==> images/final_placement.png <==
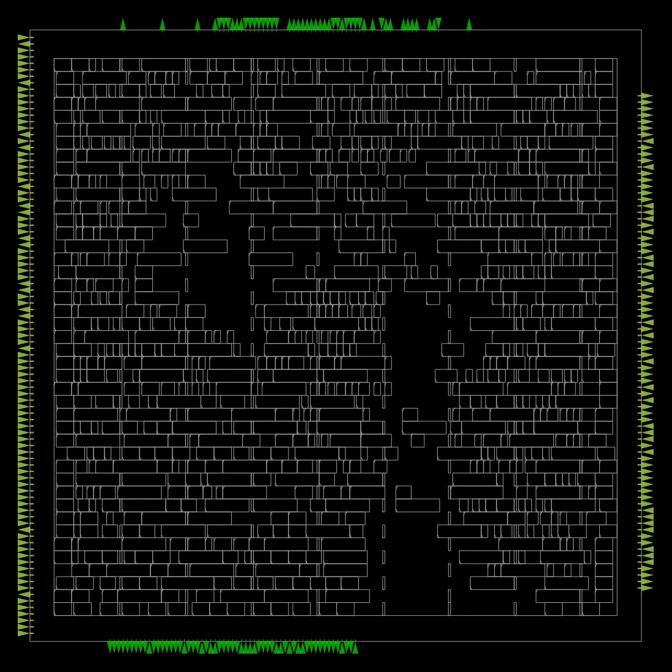
==> images/drive_strength.png <==
Drawn at 4 px/um.
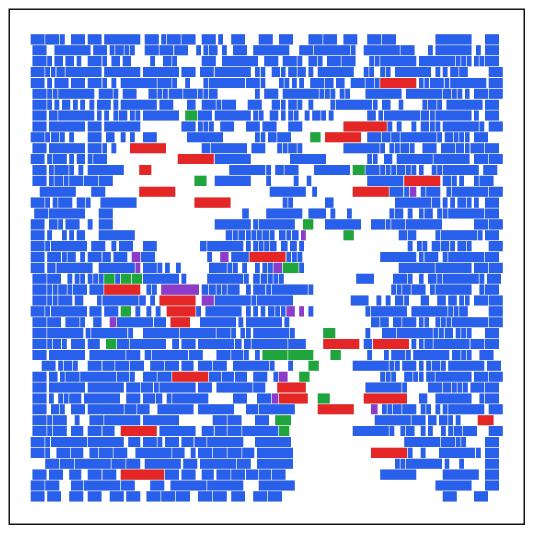
==> images/port_nets.png <==
Drawn at 2 px/um.
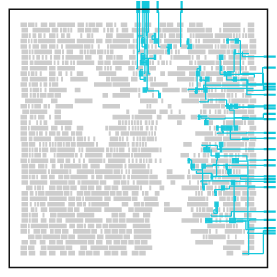
==> config.mk <==
export PLATFORM = sky130hd
export DESIGN_NAME = memory_arbiter_flat
export DESIGN_NICKNAME = d
export VERILOG_FILES = /design/src/rtl/memory_bus_pkg.sv /design/src/rtl/memory_arbiter_if.sv /design/src/rtl/rr_arbiter2.sv /design/src/rtl/memory_arbiter.sv /design/src/flat_wrapper.sv
export SDC_FILE = /design/constraint.sdc
export NUM_CORES = 1
export LEC_CHECK = 0
export ABC_AREA = 1
export CAP_MARGIN = 25
export CORE_MARGIN = 5
export CORE_UTILIZATION = 46
export DETAILED_ROUTE_END_ITERATION = 6
export PLACE_DENSITY = 0.92
export SETUP_SLACK_MARGIN = 0.4
export SKIP_CTS_REPAIR_TIMING = 1
export SLEW_MARGIN = 20
export SYNTH_ARGS = -nofsm -noshare
export SYNTH_HDL_FRONTEND = slang
export SYNTH_HIERARCHICAL = 1
export SYNTH_SLANG_ARGS = --single-unit
==> constraint.sdc <==
create_clock -name clk -period 2.5 [get_ports clk]
set_clock_uncertainty 0.05 [all_clocks]
set_input_delay 0.375 -clock clk [delete_from_list [all_inputs] [get_ports clk]]
set_output_delay 0.375 -clock clk [all_outputs]
set_load 0.02 [all_outputs]
==> metrics.csv <==
stage,metric,value,unit
outcome,status,"complete, no violations",
setup_path,worst r2r path cells,9,
power_and_ir_drop,sw power,4.93,mW
yosys,cell count listed in synth_stat.txt,727,
layout,CLK BUF,20,
route,residual DRC count,0,
sta,Worst Tran Pin Value,0.512,ns
power_and_ir_drop,P_comb,5.91,mW
grt,largest net degree at the start of global routing,66,
place,Placed Cells,1144,
setup_path,total stage count of the critical path,9,
cts,clock buffer count from CTS,17,
layout,Commonest Layout Cell,nand2_1,
yosys,fa+ha+maj area frac,0.00388,
route,Met3 Routed Length,2310,um
route,met2 wire len,10300,um
power_and_ir_drop,Seq pwr share,0.320,
power_and_ir_drop,Worst VDD drop,663,uV
yosys,Post-synth seq share,0.567,
route,Via density,5.31,
cts,CTS Sinks,146,
grt,vias in the first global route,6256,
yosys,yosys stat area,6450,sq um
yosys,Synth top cell by count,nand2_1,
setup_path,crit-path most repeated cell,nand2_1,
grt,M1 GR Usage,0.295,
route,Final ANT Viol Nets,0,
layout,Fillers,1001,
route,WL final,20600,um
job,max cap viols,0,
route,routed vias,6250,
cts,clk latency late pin,0.41,ns
floorplan,die y size,128,um
yosys,Yosys cell types,28,
grt,first-pass GRT wire length,32300,um
layout,combinational share of cell area,0.235,
route,met1 WL,7480,um
yosys,Mapped Cells,727,
yosys,XOR/XNOR Fraction of Synth Area,0.00272,
sta,Fin Setup TNS,0,ns
cts,"CTS clk-pin slew, worst paths",0.06,ns
cts,CTS tree,built,
yosys,Post-synth ARST share,1.00,
route,initial drt markers,482,
grt,met3 GRT Util,0.0847,
yosys,top cells by area,"dfrtp_1 56%, nand2_1 16%, nand4_1 6.2%",
setup_path,CP max stage cell,dfrtp_1,
power_and_ir_drop,Int Pwr,7.58,mW
floorplan,tapcell count,180,
sta,setup violators final,0,
yosys,"top comb family, area",simple AND/OR/NAND/NOR gates,
setup_path,CP peak stage delay,0.43,ns
grt,met2 usage,0.428,
layout,Signal buf overhead,0.294,
layout,largest cell class by area,flip-flops and latches,
sta,RSZ-0062 raised after global routing,false,
layout,Final #Nets,1124,
power_and_ir_drop,Clock Power,2.59,mW
layout,bufs w/o clock,290,
cts,H-tree depth,4,
min_path,Hold Crit Class,in2reg,
yosys,most area-hungry cell type in the Yosys netlist,dfrtp_1,
route,wire length per cell,17.5,um
sta,relative slew slack,0.658,
power_and_ir_drop,Power Dens Cells,1260,nW/um^2
layout,Reg area,3650,sq um
grt,Total GRT Usage,0.251,
setup_path,required time worst endpoint,2.75,ns
place,Detailed Place HPWL,14600,um
layout,non-clock inverter count in the final layout,49,
layout,Multi-input comb cells,480,
layout,ClkCell Share,0.0610,
min_path,Min-Delay Path Depth,5,
place,post-placement cell area,9280,sq um
grt,layer with the highest usage,met2,
yosys,Yosys warning count,6,
cts,Root Driver,clkbuf_16,
yosys,Synth top cells by count,"272 x nand2_1, 145 x dfrtp_1, 64 x nand4_1, 46 x inv_1, 43 x nor2_1",
power_and_ir_drop,clock share of power,0.207,
yosys,net count entering floorplan,867,
setup_path,R2R Setup Slk,0.57,ns
sta,Tcrit/Tclk final,0.773,
setup_path,worst setup path category,reg2reg,
yosys,Post-synth EDFFs,0,
floorplan,fp util,0.466,
yosys,Dominant flop cell,dfrtp_1,
yosys,"Compound Share, Synth",0.0827,
sta,Tmin final,1.93,ns
Notes on final_placement.png above:
Non-Filler Instances: 1,177
FF+latch count: 146
sequential cell area share: 0.369
final core utilization: 0.716
std cell rows: 43

Notes on drive_strength.png above:
| color | size | cells |
|---|---|---|
| green | drive 3 to 4 | 21 |
| blue | drive 1 or less | 936 |
| red | drive 6 and up | 26 |
| purple | drive 2 | 14 |
final worst setup slack: 0.566 ns
final instance area: 9900 sq um

Notes on port_nets.png above:
| color | port | direction | edge | end cells | buffers | wire |
|---|---|---|---|---|---|---|
| cyan | `bus_mem_rdata` | input | 24 right, 8 top | 64 | 32 | 1,240 um |
port bufs: 274
I/O Pins: 275

Power is estimated from default activity; no workload was simulated.
